--- src/rtl/hub75_scan_ctrl.sv ---
// rtl/hub75_scan_ctrl.sv - HUB75 1/2^ROW_BITS scan sequencer with BCM colour planes
// Fetches a row from the frame buffer per plane, shifts it out, then latches and displays it.
module hub75_scan_ctrl #(
    parameter int COL_BITS  = 6,
    parameter int ROW_BITS  = 4,
    parameter int BITS      = 4,
    parameter int CLK_DIV   = 2,
    parameter int BLANK_CYC = 4,
    parameter int OE_BASE   = 64
) (
    input  logic                         CLK_100MHz,
    input  logic                         RST,
    input  logic                         ENABLE,
    output logic                         FB_RD,
    output logic [ROW_BITS+COL_BITS-1:0] FB_ADDR,
    input  logic [6*BITS-1:0]            FB_DATA,
    output logic                         R1,
    output logic                         G1,
    output logic                         B1,
    output logic                         R2,
    output logic                         G2,
    output logic                         B2,
    output logic                         LED_CLK,
    output logic                         LED_LATCH,
    output logic                         LED_OE,
    output logic [ROW_BITS-1:0]          DMUX,
    output logic                         FRAME_DONE,
    output logic                         BUSY
);

    localparam int COLS    = 1 << COL_BITS;
    localparam int PB      = (BITS > 1) ? $clog2(BITS) : 1;
    localparam int OE_MAX  = OE_BASE << (BITS - 1);
    localparam int CNT_M1  = (OE_MAX > BLANK_CYC) ? OE_MAX : BLANK_CYC;
    localparam int CNT_MAX = (CNT_M1 > 2 * CLK_DIV) ? CNT_M1 : 2 * CLK_DIV;
    localparam int CNT_W   = $clog2(CNT_MAX + 1);

    localparam logic [2:0] S_IDLE    = 3'd0;
    localparam logic [2:0] S_PRE     = 3'd1;
    localparam logic [2:0] S_SHIFT   = 3'd2;
    localparam logic [2:0] S_BLANK   = 3'd3;
    localparam logic [2:0] S_LATCH   = 3'd4;
    localparam logic [2:0] S_DISPLAY = 3'd5;

    logic [2:0]                   state_q, state_d;
    logic [ROW_BITS-1:0]          row_q, row_d;
    logic [PB-1:0]                plane_q, plane_d;
    logic [COL_BITS-1:0]          col_q, col_d;
    logic [CNT_W-1:0]             cnt_q, cnt_d;
    logic [5:0]                   rgb_q, rgb_d;
    logic [5:0]                   hold_q, hold_d;
    logic [ROW_BITS+COL_BITS-1:0] addr_q, addr_d;
    logic [ROW_BITS-1:0]          dmux_q, dmux_d;
    logic                         fb_rd;
    logic                         frame_done;
    logic [5:0]                   pix_bits;
    logic [BITS-1:0]              field;
    logic [CNT_W-1:0]             oe_last;

    // pix_bits[5] is R1 ... pix_bits[0] is B2, each the current plane's bit of its field
    always_comb begin
        pix_bits = '0;
        field    = '0;
        for (int k = 0; k < 6; k++) begin
            field       = FB_DATA[k*BITS +: BITS];
            pix_bits[k] = field[plane_q];
        end
    end

    assign oe_last = CNT_W'((OE_BASE << plane_q) - 1);

    always_comb begin
        state_d    = state_q;
        row_d      = row_q;
        plane_d    = plane_q;
        col_d      = col_q;
        cnt_d      = cnt_q;
        rgb_d      = rgb_q;
        hold_d     = hold_q;
        addr_d     = addr_q;
        dmux_d     = dmux_q;
        fb_rd      = 1'b0;
        frame_done = 1'b0;
        case (state_q)
            S_IDLE: begin
                if (ENABLE) begin
                    state_d = S_PRE;
                    cnt_d   = '0;
                end
            end
            S_PRE: begin
                if (cnt_q == '0) begin
                    fb_rd  = 1'b1;
                    addr_d = {row_q, COL_BITS'(0)};
                    cnt_d  = CNT_W'(1);
                end else begin
                    rgb_d   = pix_bits;
                    state_d = S_SHIFT;
                    cnt_d   = '0;
                    col_d   = '0;
                end
            end
            S_SHIFT: begin
                cnt_d = cnt_q + CNT_W'(1);
                // Prefetch the next column while the current one is being clocked out
                if (cnt_q == '0 && col_q != '1) begin
                    fb_rd  = 1'b1;
                    addr_d = {row_q, col_q + COL_BITS'(1)};
                end
                if (cnt_q == CNT_W'(1) && col_q != '1) begin
                    hold_d = pix_bits;
                end
                if (cnt_q == CNT_W'(2 * CLK_DIV - 1)) begin
                    cnt_d = '0;
                    if (col_q == '1) begin
                        state_d = S_BLANK;
                        dmux_d  = row_q;
                    end else begin
                        col_d = col_q + COL_BITS'(1);
                        rgb_d = hold_q;
                    end
                end
            end
            S_BLANK: begin
                cnt_d = cnt_q + CNT_W'(1);
                if (cnt_q == CNT_W'(BLANK_CYC - 1)) begin
                    state_d = S_LATCH;
                    cnt_d   = '0;
                end
            end
            S_LATCH: begin
                state_d = S_DISPLAY;
                cnt_d   = '0;
            end
            S_DISPLAY: begin
                cnt_d = cnt_q + CNT_W'(1);
                if (cnt_q == oe_last) begin
                    cnt_d = '0;
                    if (plane_q == PB'(BITS - 1)) begin
                        plane_d    = '0;
                        row_d      = row_q + ROW_BITS'(1);
                        frame_done = &row_q;
                    end else begin
                        plane_d = plane_q + PB'(1);
                    end
                    state_d = ENABLE ? S_PRE : S_IDLE;
                end
            end
            default: state_d = S_IDLE;
        endcase
    end

    always_ff @(posedge CLK_100MHz) begin
        if (RST) begin
            state_q <= S_IDLE;
            row_q   <= '0;
            plane_q <= '0;
            col_q   <= '0;
            cnt_q   <= '0;
            rgb_q   <= '0;
            hold_q  <= '0;
            addr_q  <= '0;
            dmux_q  <= '0;
        end else begin
            state_q <= state_d;
            row_q   <= row_d;
            plane_q <= plane_d;
            col_q   <= col_d;
            cnt_q   <= cnt_d;
            rgb_q   <= rgb_d;
            hold_q  <= hold_d;
            addr_q  <= addr_d;
            dmux_q  <= dmux_d;
        end
    end

    assign FB_RD      = fb_rd;
    assign FB_ADDR    = addr_d;
    assign {R1, G1, B1, R2, G2, B2} = rgb_q;
    assign LED_CLK    = (state_q == S_SHIFT) && (cnt_q >= CNT_W'(CLK_DIV));
    assign LED_LATCH  = (state_q == S_LATCH);
    assign LED_OE     = (state_q != S_DISPLAY);
    assign DMUX       = dmux_q;
    assign FRAME_DONE = frame_done;
    assign BUSY       = (state_q != S_IDLE);

endmodule

--- config.mk ---
export PLATFORM = sky130hd
export DESIGN_NAME = hub75_scan_ctrl
export DESIGN_NICKNAME = d
export VERILOG_FILES = /design/src/rtl/hub75_scan_ctrl.sv
export SDC_FILE = /design/constraint.sdc
export NUM_CORES = 1
export LEC_CHECK = 0
export ABC_CLOCK_PERIOD_IN_PS = 3500
export CORE_ASPECT_RATIO = 1.25
export CORE_MARGIN = 5
export CORE_UTILIZATION = 48
export DETAILED_ROUTE_END_ITERATION = 8
export DONT_BUFFER_PORTS = 1
export GPL_TIMING_DRIVEN = 1
export PLACE_DENSITY = 0.64
export SLEW_MARGIN = 20
export SYNTH_ARGS = -nofsm -noshare
export SYNTH_HDL_FRONTEND = slang
export SYNTH_SLANG_ARGS = --single-unit
--- constraint.sdc ---
create_clock -name CLK_100MHz -period 3.5 [get_ports CLK_100MHz]
set_input_delay 1.05 -clock CLK_100MHz [delete_from_list [all_inputs] [get_ports CLK_100MHz]]
set_output_delay 1.05 -clock CLK_100MHz [all_outputs]
set_load 0.01 [all_outputs]
### Gate-type map, run 1

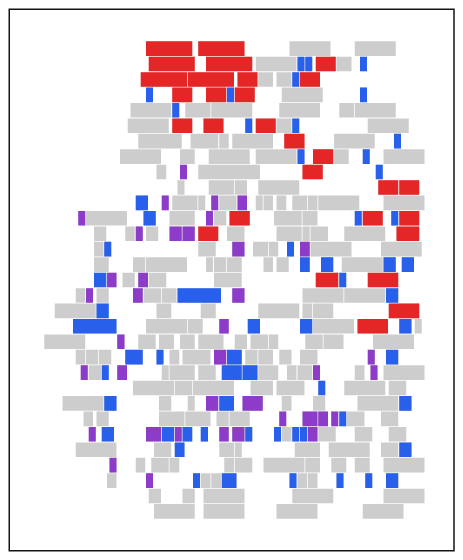
family	colour	cells	most used
multiplexers	red	29	mux2i_1
NOR gates	blue	61	nor2_1
NAND gates	purple	38	nand2_1

### Clock nets, run 1

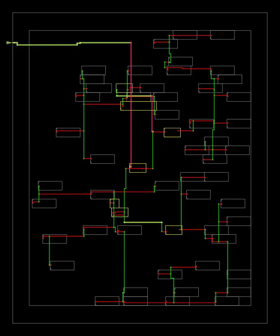
skew final: 0.0108 ns
flop count: 51

### Metal 2, run 1

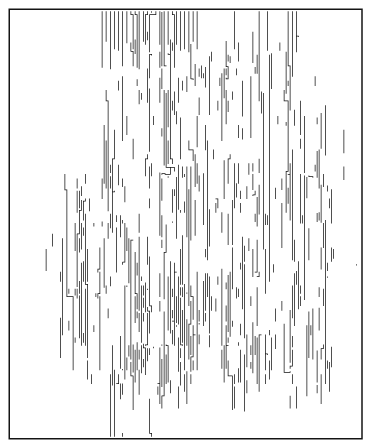
longest straight run	50.3 um
nets with wire on the layer	272
main direction	vertical

run 1: where the power goes:
| part | switching, mW | internal, mW |
|---|---|---|
| Clock | 0.193 | 0.209 |
| Sequential | 0.0144 | 0.590 |
| Combinational | 0.0602 | 0.0389 |
| Total | 0.267 | 0.838 |
run 1: area by class of cell:
type | instances | area [sq um]
sequential | 51 | 1020
inverter | 9 | 33.8
clock inverter | 2 | 37.5
clock buffer | 5 | 68.8
fill | 560 | 2780
tap | 66 | 82.6
timing repair buffer | 7 | 52.6
multi-input combinational | 229 | 1660
run 1: what timing repair did:
action | in CTS | in global routing
setup endpoints to repair | 0 | 2
gates resized | 0 | 2
hold endpoints to repair | 0 | 0
==> results.tsv, run 1 <==
metric	value	unit
insertion_delay	0.30	ns
post-place-ws	0.492	ns
logic_family	simple AND/OR/NAND/NOR gates	
finalInstanceArea	2960	sq um
tool_warnings	32	
status	finished, final reports clean	
lay_top_count	dfxtp_1	
placeableCoreArea	5740	sq um
worst_setup_path_end_kind	output port	
min-delay-start	addr_q[0]	
fp_util	48.6	%
hold_buffers	0	
num_rows	31	
grtUsageMet3	4.16	%
relSlewSlack	39.0	%
synth_cell_types	56	
grt_pass1_vias	2025	
met2_wirelength	2900	um
synth_cells	305	
place_area	2850	sq um
die_area	7440	sq um
cpLargestDelayFamily	simple AND/OR/NAND/NOR gates	
setup_viol	0	
power	1.11	mW
drc_errors	0	
reg2reg_slack	1.03	ns
finalMaxSlewViolations	0	
grt.overflow.total	0	
rsz0062_at_grt	false	
layout_setup_ws	0.271	ns
edf_count	0	
critPathKind	flip-flop to output port	
ys_warn_count	0	
hold_depth	2	
cp-startpoint	cnt_q[1]	
top_cells_by_count	dfxtp_1, nor2_1, a21oi_1, mux2i_1, nand2_1	
ioPinCount	53	
vdd_drop_max	0.152	mV
drt_pass1_iterations	6	
top_cells_by_area	dfxtp_1, mux2i_1, mux4_2	
cts_buffer_depth	2	
ys_sh_simple	23.3	%
final_cells	369	
n_antenna_cell	0	
powerDensity	373	nW/um^2
async_flop_share	0	%
use_met2	26.9	%
tns	0	ns
cts_buffers	5	
ff_type	dfxtp_1	
via_per_inst	5.89	
crit_buf_inv	0	
die-height	95.2	um
yosysCellCount	305	
dr_wl_met3	333	um
final_nets	340	
r2r-start	cnt_q[1]	
synth.most_common_cell	dfxtp_1	
fin_crit_sh	92.2	%
cts_tree	built	
use_met1	21.6	%
post-route-util	51.6	%
worst_pin_slew	0.908	ns
htreeDepth	2	
dpl.hpwl	4430	um
fmax	310	MHz
grt_pass1_wl	9970	um
worstPathCellList	ha_1 -> and3_1 -> and3_1 -> nand4_1 -> nor2_1 -> and4_1	
post-place-cells	362	
fa_ha_area_share	4.49	%
crit_end	FRAME_DONE	
final_layout_size_suffix_gt1_share	11.6	%
worst_setup_path_start_kind	flip-flop	
met1_length	2780	um
place_congestion	0.785	
lay_top_cells	dfxtp_1, nor2_1, nand2_1, mux2i_1, a21oi_1	
drt-initial-drc-count	114	
cts_setup_buffers	0	
die_w	78.2	um
hold_path_class	flip-flop to flip-flop	
==> inputs of run 2 (changes only) <==
- CTS_BUF_LIST: not set -> sky130_fd_sc_hd__clkbuf_4
- REMOVE_ABC_BUFFERS: not set -> 1
- TNS_END_PERCENT: not set -> 30
### Clock nets, run 2

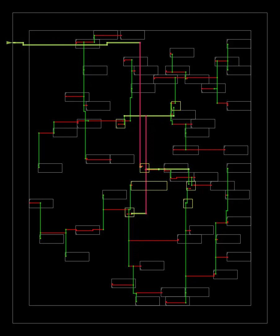
clk sink count: 51
TritonCTS Buffers: 5
Clock Latency Late Sink: 0.36 ns

### The metal 3 layer, run 2

The bar under the picture is 20 um long.
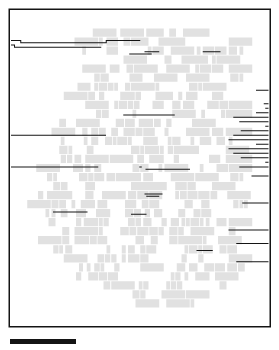
nets with wire on the layer	31
wire length on this layer	338 um
main direction	horizontal
share of all routed wire	5.6%
longest straight run	28.3 um

### Gate-type map, run 2

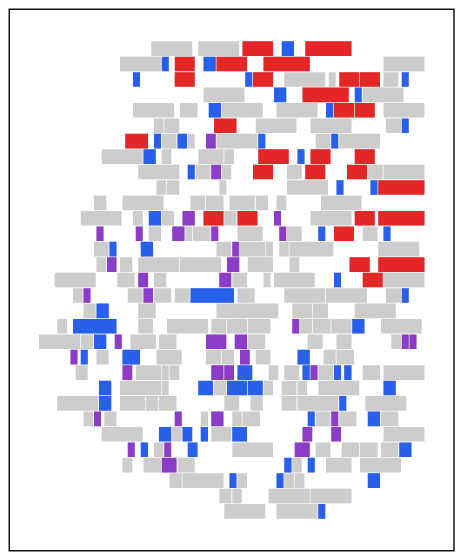
family	colour	cells	most used
NOR gates	blue	61	nor2_1
NAND gates	purple	38	nand2_1
multiplexers	red	29	mux2i_1

==> run 2 against run 1 <==
Synthesized cell count unchanged. Clock power down 16%. Via count is 0.69% higher. Largest cell class unchanged. Critical path type unchanged. Sequential cell count did not move. Setup slack got worse by 0.062 ns. Routed wire length down 1.2%. Critical endpoint unchanged. Combinational power increased by 4%. Fmax decreased by 1.9%. Non-clock buffer count grew 1. Cell area decreased by 0.84%.
==> results.tsv, run 2 <==
metric	value	unit	change
status	finished, final reports clean		
seq_cells	51		unchanged
n_antenna_cell	0		unchanged
rsz0062_at_grt	false		
final-seq-area	1020	sq um	unchanged
grt_pass1_wl	9620	um	-3.5%
drt_pass1_iterations	4		-2
die_w	78.2	um	unchanged
hold_depth	2		unchanged
dr_total_vias	2188		
yosys.area.top_type_share	36.6	%	
cp-startpoint	plane_q[1]		
vdd_drop_max	0.172	mV	+13%
fp_util	48.6	%	unchanged
reg.largest.list	addr_q x10, cnt_q x10		
place_congestion	0.798		+1.7%
fin_worst_skew	0.00816	ns	-0.00262 ns
grt_antenna_before_repair	0		
sh_comb_area	56.6	%	+0.44 points
r2r_cells	5		
seq_area_share	34.8	%	+0.29 points
clock_area_share	2.56	%	-1.0 points
cpLargestDelayFamily	simple AND/OR/NAND/NOR gates		
via_per_inst	5.91		+0.42%
cts_resized	0		unchanged
htreeDepth	2		unchanged
lay_top_count	dfxtp_1		
slowest_stage	dfxtp_2		
cap_violations	0		
ys_seq_share	36.6	%	
worst_setup_path_end_kind	output port		
powerDensity	356	nW/um^2	-4.7%
largest_area_cell	dfxtp_1		
crit_buf_inv	1		+1
post-place-cells	363		+0.28%
num-clock-buffers	6		+1
worst_setup_path_start_kind	flip-flop		
ys_ff	51		
drc_errors	0		unchanged
relSlewSlack	29.9	%	-9.1 points
hold_ws	0.464	ns	
die_area	7440	sq um	unchanged
cts_root_buffer	clkbuf_4		
fin_crit	3.29	ns	
crit_fanout	10		
portBuffers	0		
syn_area	2790	sq um	
yosys_area	2790	sq um	
setup_viol	0		unchanged
cts_buffer_depth	2		unchanged
worstSetupPathDepth	7		
final_layout_size_suffix_gt1_share	11.5	%	-0.038 points
grt_pass1_vias	2043		+0.89%
worst_pin_slew	1.05	ns	+0.138 ns
cts_tree	built		
finalInstanceArea	2940	sq um	-0.84%
worstPathCellList	inv_1 -> ha_1 -> xnor2_1 -> mux2i_1 -> nand4_1 -> nor2_1 -> and4_1		
worstPathRequired	2.45	ns	
synth_cells	305		unchanged
async_flop_share	0	%	unchanged
crit_end	FRAME_DONE		
reg2reg_slack	0.82	ns	-0.21 ns
finalMaxSlewViolations	0		unchanged
hold_buffers	0		unchanged
grt_max_degree	54		
ys_warn_count	0		unchanged
hold_path_class	flip-flop to flip-flop		
cts.clk_slew.worst_paths	0.14	ns	
fmax	304	MHz	-1.9%
num_rows	31		unchanged
ioPinCount	53		unchanged
post-route-util	51.2	%	-0.44 points
critPathKind	flip-flop to output port		
synth_area_per_cell	9.14	sq um	
area_growth	5.34	%	
cts_setup_buffers	0		unchanged
lay_top_cells	dfxtp_1, nor2_1, nand2_1, mux2i_1, a21oi_1		
min-delay-start	addr_q[0]		
fin_crit_sh	94.0	%	+1.8 points
taps	66		unchanged
post-place-ws	0.458	ns	-0.0339 ns
grt_usage	16.0	%	
logic_area	1660	sq um	about the same
layout_setup_ws	0.210	ns	-0.0619 ns
placeableCoreArea	5740	sq um	unchanged
routedWlPerCell	16.3	um	
num-nonclk-buffers	8		+1
ant_nets	0		
timing.rr.end	cnt_q[5]		
num-multi-input-gates	229		unchanged
dpl.hpwl	4360	um	-1.5%
hold_end	addr_q[0]		
power	1.04	mW	-5.5%
inv_count	9		unchanged
dominant_cells	multi-input combinational cells		
tool_warnings	31		-3.1%
top_cells_by_count	dfxtp_1, nor2_1, a21oi_1, mux2i_1, nand2_1		
hold_viol	0		
cp_data_arrival_time	2.24	ns	
top_cells_by_area	dfxtp_1, mux2i_1, mux4_2		
tns	0	ns	unchanged
final-nonclk-buf-share	2.05	%	+0.27 points
die-height	95.2	um	unchanged
final_nets	341		+0.29%
r2r-start	state_q[2]		
fillers	562		+0.36%
synth_cell_types	56		unchanged
place_area	2860	sq um	+0.26%
drt-initial-drc-count	105		-7.9%
wirelength	6040	um	
cellLeakagePower	1.09	nW	
yosysCellCount	305		unchanged
ff_type	dfxtp_1		
edf_count	0		unchanged
synth.most_common_cell	dfxtp_1		
final_cells	370		+0.27%
grt.overflow.total	0		unchanged
critPathMaxStageDelay	0.48	ns	
## run 2: cell counts after synthesis
Identical to the previous run, type by type.
## run 2: power breakdown
group | internal [mW] | switching (mW) | total [mW]
registers | 0.591 | 0.0144 | 0.605
clock network | 0.155 | 0.181 | 0.337
logic | 0.0407 | 0.0621 | 0.103
## run 2: cell families after synthesis
family / count (synthesis) / share of synthesized area, %
simple gates: 117 / 23.3
compound gates: 64 / 15.3
flops: 51 / 36.6
mux: 29 / 13.7
buf+inv: 25 / 3.73
fa+ha+maj: 10 / 4.49
xor+xnor: 9 / 2.83
## run 2: metal layers
layer / global-route usage [%] / wire length [um] / vias up
met1: 19.1 / 2630 / 1034
li1: - / - / 1104
met2: 27.9 / 3000 / 45
met3: 4.63 / 338 / 5
met5: 0 / 0 / -
met4: 4.81 / 68 / 0
==> inputs of run 3 (changes only) <==
- CAP_MARGIN: not set -> 30
- CORE_ASPECT_RATIO: 1.25 -> not set
==> run 3 against run 2 <==
Synthesized cell count is the same. Via count shrank 0.69%. Hold slack gained 0.0027 ns. Critical endpoint is now FB_ADDR[7]. Clock-buffer cell count shrank 1. Non-clock buffer count shrank 1. Die area shrank 0.13%. Fmax shrank 0.71%. Critical path type unchanged. First-iteration DRC count shrank 0.95%. Register-to-register slack gained 0.13 ns. Clock power shrank about 20%.
==> results.tsv, run 3 <==
metric	value	unit	change
status	finished, final reports clean		
top_cells_by_area	dfxtp_1, mux2i_1, mux4_2		
htreeDepth	2		unchanged
logic_family	simple AND/OR/NAND/NOR gates		
cts_buffers	5		unchanged
yosys.area.top_type_share	36.6	%	unchanged
cts_root_buffer	clkbuf_4		
cts.clk_slew.worst_paths	0.15	ns	about the same
via_per_inst	5.78		-2.3%
drt-initial-drc-count	104		-0.95%
fmax	302	MHz	-0.71%
final-nonclk-buf-share	1.80	%	-0.25 points
p_int	0.707	mW	-10%
ff_type	dfxtp_1		
power_frac_seq	62.1	%	+4.2 points
ys_warn_count	0		unchanged
seq_cells	51		unchanged
largest_area_cell	dfxtp_1		
pg_comb	0.0988	mW	-4%
relSlewSlack	38.1	%	+8.1 points
fp_util	50.0	%	+1.4 points
final_nets	340		-0.29%
switching_share	27.5	%	+2.8 points
synth_cell_types	56		unchanged
final_layout_size_suffix_gt1_share	11.8	%	+0.33 points
critPathKind	flip-flop to output port		
seq_area_share	35.0	%	+0.15 points
logic_area	1670	sq um	+0.30%
p_clk	0.271	mW	-20%
num-multi-input-gates	229		unchanged
ys_seq_share	36.6	%	unchanged
min-delay-start	addr_q[0]		
drc_errors	0		unchanged
insertion_delay	0.37	ns	about the same
worstPathCellList	ha_1 -> nand3_1 -> o21ai_1 -> a21o_2 -> mux2_2		
setup_viol	0		unchanged
rsz0062_at_grt	false		
hold_path_class	flip-flop to flip-flop		
area_growth	4.89	%	
cpLargestDelayFamily	AND-OR/OR-AND gates		
placeableCoreArea	5570	sq um	-2.9%
ys_sh_simple	23.3	%	unchanged
async_flop_share	0	%	unchanged
die-height	86.2	um	-9.5%
fin_worst_skew	0.0117	ns	+0.00352 ns
use_met1	23.4	%	+4.2 points
fin_crit_sh	94.7	%	+0.67 points
taps	72		+9.1%
num_rows	27		-13%
syn_area	2790	sq um	unchanged
grt_pass1_wl	10100	um	+4.7%
cp-startpoint	col_q[0]		
dr_total_vias	2173		-0.69%
ys_sh_xor	2.83	%	unchanged
fin_crit	3.31	ns	+0.0235 ns
crit_fanout	11		+1
fillers	521		-7.3%
num-nonclk-buffers	7		-1
cts_resized	0		unchanged
portBuffers	0		unchanged
tool_warnings	31		unchanged
dominant_cells	multi-input combinational cells		
sh_comb_area	57.0	%	+0.41 points
hold_depth	2		unchanged
reg.largest.list	addr_q x10, cnt_q x10		
clockPowerShare	27.8	%	-4.4 points
routedWlPerCell	16.3	um	-0.18%
clock-sinks	51		unchanged
grt_pass1_vias	2012		-1.5%
p_comb_share	10.1	%	+0.3 points
-- run 3: cell counts after synthesis --
No cell type changed its count.
-- run 3: metrics by stage --
step / setup WS (ns) / utilization [%] / power (mW)
finish: 0.186 / 52.5 / 0.975
global route: 0.0184 / 52.5 / 1.02
CTS: 0.0419 / 52.3 / 0.989
detailed placement: 0.478 / 51.3 / 0.717
global placement: 0.528 / 51.3 / 0.716
floorplan: 0.0569 / - / 0.692
-- run 3: logic make-up after synthesis --
family	after synthesis
AND/OR/NAND/NOR	117
AND-OR/OR-AND	64
multiplexers	29
buffers and inverters	25
flip-flops	51
adder cells (fa/ha/maj)	10
XOR/XNOR	9
-- run 3: layer usage --
layer / share of wire [%] / vias to the layer above
met1: 47 / 1013
met5: 0 / -
met2: 46 / 52
met4: 1.0 / 0
met3: 6.6 / 4
li1: - / 1104
### Metal 2, run 3

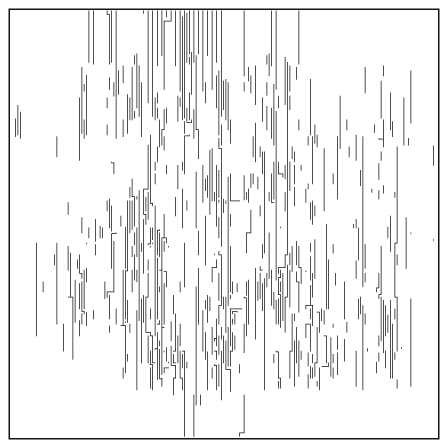
main direction	vertical
share of all routed wire	46%
longest straight run	38.8 um
nets with wire on the layer	268
wire length on this layer	2800 um

### Gate-type map, run 3

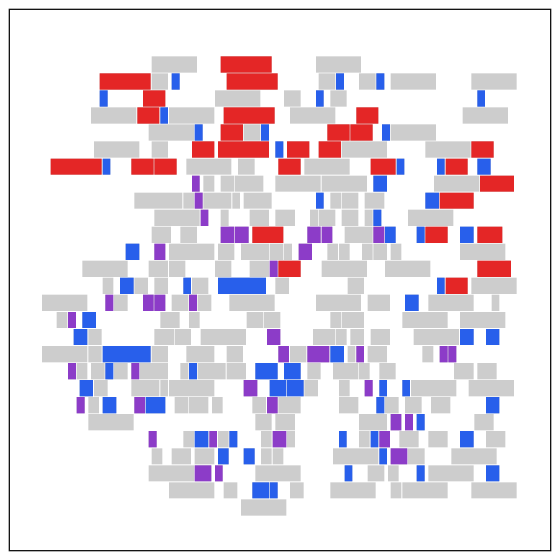
family	colour	cells	most used
NAND gates	purple	38	nand2_1
NOR gates	blue	61	nor2_1
multiplexers	red	29	mux2i_1

### Met1 routing, run 3

Supply wires on this layer in grey.
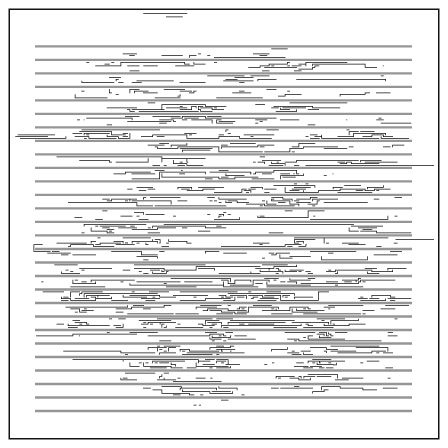
main direction	horizontal
nets with wire on the layer	313

Power and IR drop assume default switching activity.
